<file path="config.mk">
export PLATFORM = sky130hd
export DESIGN_NAME = dwc_pcie_axi_elastic_buf
export DESIGN_NICKNAME = d
export VERILOG_FILES = /design/src/rtl/dwc_pcie_axi_eb_pkg.sv /design/src/rtl/dwc_pcie_axi_eb_fifo_mem.sv /design/src/rtl/dwc_pcie_axi_elastic_buf.sv
export SDC_FILE = /design/constraint.sdc
export NUM_CORES = 1
export LEC_CHECK = 0
export CELL_PAD_IN_SITES_DETAIL_PLACEMENT = 0
export CELL_PAD_IN_SITES_GLOBAL_PLACEMENT = 1
export CORE_AREA = 2 2 41 43
export DETAILED_ROUTE_END_ITERATION = 6
export DIE_AREA = 0 0 43 45
export GPL_TIMING_DRIVEN = 0
export PLACE_DENSITY_LB_ADDON = 0.1
export SLEW_MARGIN = 20
export SYNTH_ARGS = -nofsm -noshare
export SYNTH_HDL_FRONTEND = slang
export SYNTH_HIERARCHICAL = 1
export SYNTH_SLANG_ARGS = --single-unit
</file>
<file path="constraint.sdc">
create_clock -name clk -period 3.5 [get_ports clk]
set_input_delay 0.35 -clock clk [delete_from_list [all_inputs] [get_ports clk]]
set_output_delay 0.35 -clock clk [all_outputs]
set_load 0.05 [all_outputs]
</file>
<file path="src/rtl/dwc_pcie_axi_eb_pkg.sv">
// Shared types and helpers for the AXI channel elastic buffer.
// Optional feature macro: DWC_PCIE_AXI_EB_STALL_CNT_EN (stall counter port).
package dwc_pcie_axi_eb_pkg;

  localparam int EB_STALL_CNT_WD = 16;

  // Pointers are carried in 6 bits inside the helper, enough for DEPTH up to 64.
  localparam int EB_PTR_CARRY_WD = 6;

  // Wrapping increment: a FIFO of depth-1 entries wraps from depth-2 back to 0.
  function automatic logic [EB_PTR_CARRY_WD-1:0] eb_ptr_inc(input logic [EB_PTR_CARRY_WD-1:0] ptr,
                                                             input int depth);
    if (int'(ptr) >= depth - 2) return '0;
    else return ptr + 6'd1;
  endfunction

  // Width needed to count 0..depth inclusive.
  function automatic int eb_cnt_wd(input int depth);
    return $clog2(depth + 1);
  endfunction

endpackage

</file>
<file path="src/rtl/dwc_pcie_axi_eb_fifo_mem.sv">
// Backing store behind the head register: DEPTH-1 entries, one write port,
// one asynchronous read port, wrapping pointers and an entry count.
module dwc_pcie_axi_eb_fifo_mem
  import dwc_pcie_axi_eb_pkg::*;
#(
  parameter int CHAN_WD = 3,
  parameter int DEPTH   = 2
) (
  input  logic               clk,
  input  logic               rstn,
  input  logic               clrn,
  input  logic               wr_en,
  input  logic [CHAN_WD-1:0] wr_data,
  input  logic               rd_en,
  output logic [CHAN_WD-1:0] rd_data,
  output logic               empty
);

  localparam int FIFO_D = DEPTH - 1;
  localparam int PTR_WD = (FIFO_D > 1) ? $clog2(FIFO_D) : 1;
  localparam int CNT_WD = eb_cnt_wd(FIFO_D);

  // Entries at or beyond FIFO_D are never addressed because the pointers wrap early.
  logic [CHAN_WD-1:0] mem [2**PTR_WD];
  logic [PTR_WD-1:0]  wr_ptr;
  logic [PTR_WD-1:0]  rd_ptr;
  logic [CNT_WD-1:0]  count;

  assign rd_data = mem[rd_ptr];
  assign empty   = (count == '0);

  // Payload storage; contents need no reset since the pointers define what is live.
  always_ff @(posedge clk) begin
    if (wr_en) mem[wr_ptr] <= wr_data;
  end

  // Pointer and count bookkeeping; a simultaneous read and write leaves the count unchanged.
  always_ff @(posedge clk or negedge rstn) begin
    if (!rstn) begin
      wr_ptr <= '0;
      rd_ptr <= '0;
      count  <= '0;
    end else if (!clrn) begin
      wr_ptr <= '0;
      rd_ptr <= '0;
      count  <= '0;
    end else begin
      if (wr_en) wr_ptr <= PTR_WD'(eb_ptr_inc(EB_PTR_CARRY_WD'(wr_ptr), DEPTH));
      if (rd_en) rd_ptr <= PTR_WD'(eb_ptr_inc(EB_PTR_CARRY_WD'(rd_ptr), DEPTH));
      count <= count + CNT_WD'(wr_en) - CNT_WD'(rd_en);
    end
  end

endmodule

</file>
<file path="src/rtl/dwc_pcie_axi_elastic_buf.sv">
// DEPTH-entry order-preserving valid/ready elastic buffer for one AXI channel.
// Output valid/payload come straight from the head register; the remaining
// DEPTH-1 entries live in dwc_pcie_axi_eb_fifo_mem.
// Optional feature macro: DWC_PCIE_AXI_EB_STALL_CNT_EN adds a saturating
// stall_cnt output counting cycles with vld_to_dest & !rdy_from_dest.
module dwc_pcie_axi_elastic_buf
  import dwc_pcie_axi_eb_pkg::*;
#(
  parameter int CHAN_WD      = 3,
  parameter int DEPTH        = 2,
  parameter int P_FEED_READY = 0
) (
  input  logic                         clk,
  input  logic                         rstn,
  input  logic                         clrn,
  input  logic                         vld_from_src,
  input  logic [CHAN_WD-1:0]           chanl_from_src,
  output logic                         rdy_to_src,
  output logic                         vld_to_dest,
  output logic [CHAN_WD-1:0]           chanl_to_dest,
  input  logic                         rdy_from_dest,
  output logic [eb_cnt_wd(DEPTH)-1:0]  occupancy
`ifdef DWC_PCIE_AXI_EB_STALL_CNT_EN
  ,
  output logic [EB_STALL_CNT_WD-1:0]   stall_cnt
`endif
);

  localparam int CNT_WD = eb_cnt_wd(DEPTH);

  typedef struct packed {
    logic               valid;
    logic [CHAN_WD-1:0] data;
  } eb_entry_t;

  eb_entry_t          head;
  logic               room;
  logic               push;
  logic               pop;
  logic               fifo_empty;
  logic               bypass;
  logic               fifo_wr;
  logic               fifo_rd;
  logic [CHAN_WD-1:0] fifo_rdata;

  assign room = (occupancy < CNT_WD'(DEPTH));

  // Feed-through mode lets a full buffer accept when the destination drains the head this cycle.
  if (P_FEED_READY != 0) begin : g_feed_ready
    assign rdy_to_src = room | rdy_from_dest;
  end else begin : g_flop_ready
    assign rdy_to_src = room;
  end

  assign vld_to_dest   = head.valid;
  assign chanl_to_dest = head.data;

  assign push = vld_from_src & rdy_to_src;
  assign pop  = vld_to_dest & rdy_from_dest;

  // A beat goes straight to the head only when nothing older waits in the FIFO.
  assign bypass  = push & fifo_empty & (~head.valid | pop);
  assign fifo_wr = push & ~bypass;
  assign fifo_rd = ~fifo_empty & (~head.valid | pop);

  dwc_pcie_axi_eb_fifo_mem #(
    .CHAN_WD (CHAN_WD),
    .DEPTH   (DEPTH)
  ) u_fifo_mem (
    .clk     (clk),
    .rstn    (rstn),
    .clrn    (clrn),
    .wr_en   (fifo_wr),
    .wr_data (chanl_from_src),
    .rd_en   (fifo_rd),
    .rd_data (fifo_rdata),
    .empty   (fifo_empty)
  );

  // Head register: refill from the FIFO first, else bypass, else retire on pop.
  always_ff @(posedge clk or negedge rstn) begin
    if (!rstn) begin
      head <= '0;
    end else if (!clrn) begin
      head <= '0;
    end else if (fifo_rd) begin
      head <= '{valid: 1'b1, data: fifo_rdata};
    end else if (bypass) begin
      head <= '{valid: 1'b1, data: chanl_from_src};
    end else if (pop) begin
      head.valid <= 1'b0;
    end
  end

  // Occupancy tracks every held beat including the head.
  always_ff @(posedge clk or negedge rstn) begin
    if (!rstn) begin
      occupancy <= '0;
    end else if (!clrn) begin
      occupancy <= '0;
    end else begin
      occupancy <= occupancy + CNT_WD'(push) - CNT_WD'(pop);
    end
  end

`ifdef DWC_PCIE_AXI_EB_STALL_CNT_EN
  // Saturating count of cycles the destination back-pressures a valid beat.
  always_ff @(posedge clk or negedge rstn) begin
    if (!rstn) begin
      stall_cnt <= '0;
    end else if (!clrn) begin
      stall_cnt <= '0;
    end else if (vld_to_dest && !rdy_from_dest && (stall_cnt != {EB_STALL_CNT_WD{1'b1}})) begin
      stall_cnt <= stall_cnt + 16'd1;
    end
  end
`endif

endmodule

</file>
==> job_summary.md <==
### Yosys + OpenROAD results

| Metric | Value |
|---|---|
| Final setup viols | `0` |
| Clock tree from TritonCTS | `yes` |
| Max H-tree Level | `1` |
| Area occupied by multi-input gates | `between 200 and 250 sq um` |
| Count of tool warnings | `26` |
| Yosys chip area | `a little over 500 sq um` |
| Most area-hungry cell type in the Yosys netlist | `sky130_fd_sc_hd__dfrtp_1` |
| Number of nets in the layout | `75` |
| Tightest Pin Transition | `between 0.4 and 0.5 ns` |
| Internal power consumption | `around 290 uW` |
| Total count of max-transition violations in the final report | `0` |
| Layout area overhead | `36.3%` |
| Post-route worst hold slack | `0.342 ns` |
| # placed instances | `about 77` |
| Worst Reg-to-Reg Cells | `5` |
| Count of unresolved DRC violations after routing | `0` |
| Max rail drop VDD | `0.295 mV` |
| Nature of the critical path endpoint | `output pin` |
| First-iteration detailed-routing DRC count | `1` |
| Router iterations before antenna repair | `2` |
| Wire length of the first global-routing pass | `1530 um` |
| Placer congestion estimate | `0.666` |
| Number of global-route vias before repair | `roughly 370` |
| FF-to-FF setup slack | `around 2.1 ns` |
| Post-synth regs | `10` |
| HPWL after detailed placement | `712 um` |
| Result of the run | `finished clean` |
| Sort of element at the start of the critical path | `flop` |
| Post-CTS Setup Repair Bufs | `0` |
| Clk network pwr share | `16.7%` |
| Reg area | `265 sq um` |
| Count of maximum capacitance violations | `0` |
| Maximum fanout along the worst path | `5` |
| Die area | `just under 2000 sq um` |
-- metal layers --
layer / global-route usage (%) / part of all wire, % / up-vias
met5: 0 / 0 / -
met4: 1.82 / 0 / 0
met3: 7.60 / 8.8 / 0
met2: 17.0 / 43 / 13
met1: 13.4 / 48 / 167
li1: - / - / 192
-- placed cells by master, fill, tap and decap left out, types with 2 or more instances in the layout --
cell and count:
sky130_fd_sc_hd__clkdlybuf4s50_1 14, sky130_fd_sc_hd__inv_1 9, sky130_fd_sc_hd__dfrtp_1 7, sky130_fd_sc_hd__nand2_1 4, sky130_fd_sc_hd__nor2b_1 3, sky130_fd_sc_hd__nand3_1 3, sky130_fd_sc_hd__o221ai_1 3, sky130_fd_sc_hd__clkbuf_4 3
sky130_fd_sc_hd__edfxtp_1 3, sky130_fd_sc_hd__mux2i_1 2
-- critical path: cells and delay by family, from the launching register on --
| family | cells | cell delay [ns] |
|---|---|---|
| buffers and inverters | 2 | 0.88 |
| flip-flops | 1 | 0.41 |
-- cell type report --
| class | instances | share of cell area, % |
|---|---|---|
| Clock buffer | 3 | 3.21 |
| Clock inverter | 1 | 0.536 |
| Tap cell | 16 | 2.86 |
| Sequential cell | 10 | 37.9 |
| Multi-Input combinational cell | 27 | 29.1 |
| Inverter | 9 | 4.82 |
| Timing Repair Buffer | 14 | 20.0 |
| Buffer | 1 | 1.61 |
-- how the worst min path moves through the flow --
stage	to	slack [ns]	cells past startpoint
finish	occupancy[1]	0.34	1
global route	occupancy[1]	0.35	1
floorplan	chanl_to_dest[0]	0.05	0
global placement	chanl_to_dest[2]	0.46	2
detailed placement	chanl_to_dest[0]	0.47	2
CTS	occupancy[1]	0.35	1
-- power groups by stage --
stage / Clock (uW) / Combinational, uW / Sequential, uW
6_report: 79.7 / 231 / 165
5_1_grt: 95.8 / 249 / 169
4_1_cts: 82.8 / 233 / 165
3_5_place_dp: 0 / 233 / 167
3_3_place_gp: 0 / 232 / 167
2_1_floorplan: 0 / 101 / 231
-- stage by stage --
step | util, % | setup WS, ns | power (uW)
floorplan | - | 1.66 | 332
global placement | 45.8 | 1.63 | 399
detailed placement | 45.8 | 1.62 | 400
CTS | 47.6 | 1.58 | 481
global route | 47.6 | 1.52 | 513
finish | 47.6 | 1.59 | 476
-- cell families after synthesis --
kind of cell,after synthesis,share of synthesized area (%)
adders and majority gates,1,2.43
buffers and inverters,10,8.76
and+or+nand+nor,16,18.2
muxes,2,3.89
DFF,10,51.6
AOI/OAI and AO/OA,6,9.00
xor gates and xnor gates,2,6.08
-- state kept, by name, indices dropped and copies added (netlist names) --
signal	cells
chanl_to_dest	3
occupancy	2
vld_to_dest	1
u_fifo_mem/mem	3
u_fifo_mem/count	1
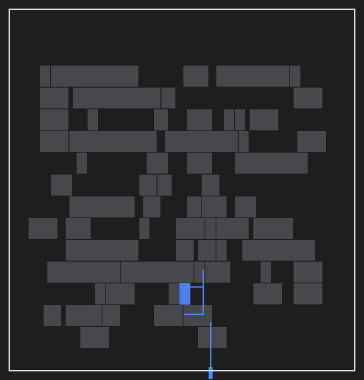
Figure 1: I/O nets highlighted.
(8 px per um)
[blue] `rdy_to_src` | bits: 1 | direction: output | edge: bottom | end cells: 1 | buffers: 1 | wire: 15.4 um
number of I/O pins: 15
input/output buffers: 14

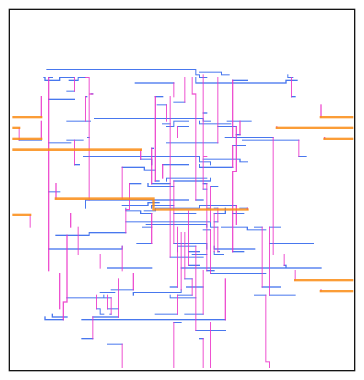
Figure 2: signal wires by layer.
(8 px per um)
[magenta] met2 | wire length: 385 um
[blue] met1 | wire length: 421 um
[orange] met3 | wire length: 78.6 um
total routing resource utilization after global routing: 11.1%
Post-Route WL: 884 um
per-cell routed wire length: 10.9 um
routed vias: 372

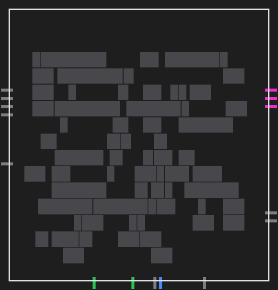
Figure 3: pin map.
(6 px per um) Pins as bars across the die edge, other pins in gray.
[blue] `rdy_to_src` | pins: 1 | direction: output | edge: bottom
[magenta] `chanl_to_dest` | pins: 3 | direction: output | edge: right
[green] `occupancy` | pins: 2 | direction: output | edge: bottom
all pins by edge: 5 left, 5 right, 5 bottom
Chip Width: 43 um
Vert. Die Dim: 45 um

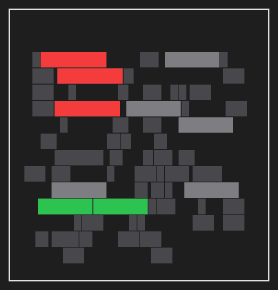
Figure 4: register map, names as in the netlist.
(6 px per um) Other sequential cells in the stronger gray, the rest of the logic in the fainter gray.
[red] `u_fifo_mem/mem` | placed flops: 3
[green] `occupancy` | placed flops: 2
Post-Route Utilization: 47.6%
sequential cell power: 165 uW

No activity file was given, so power comes from the tool's default toggle rates.
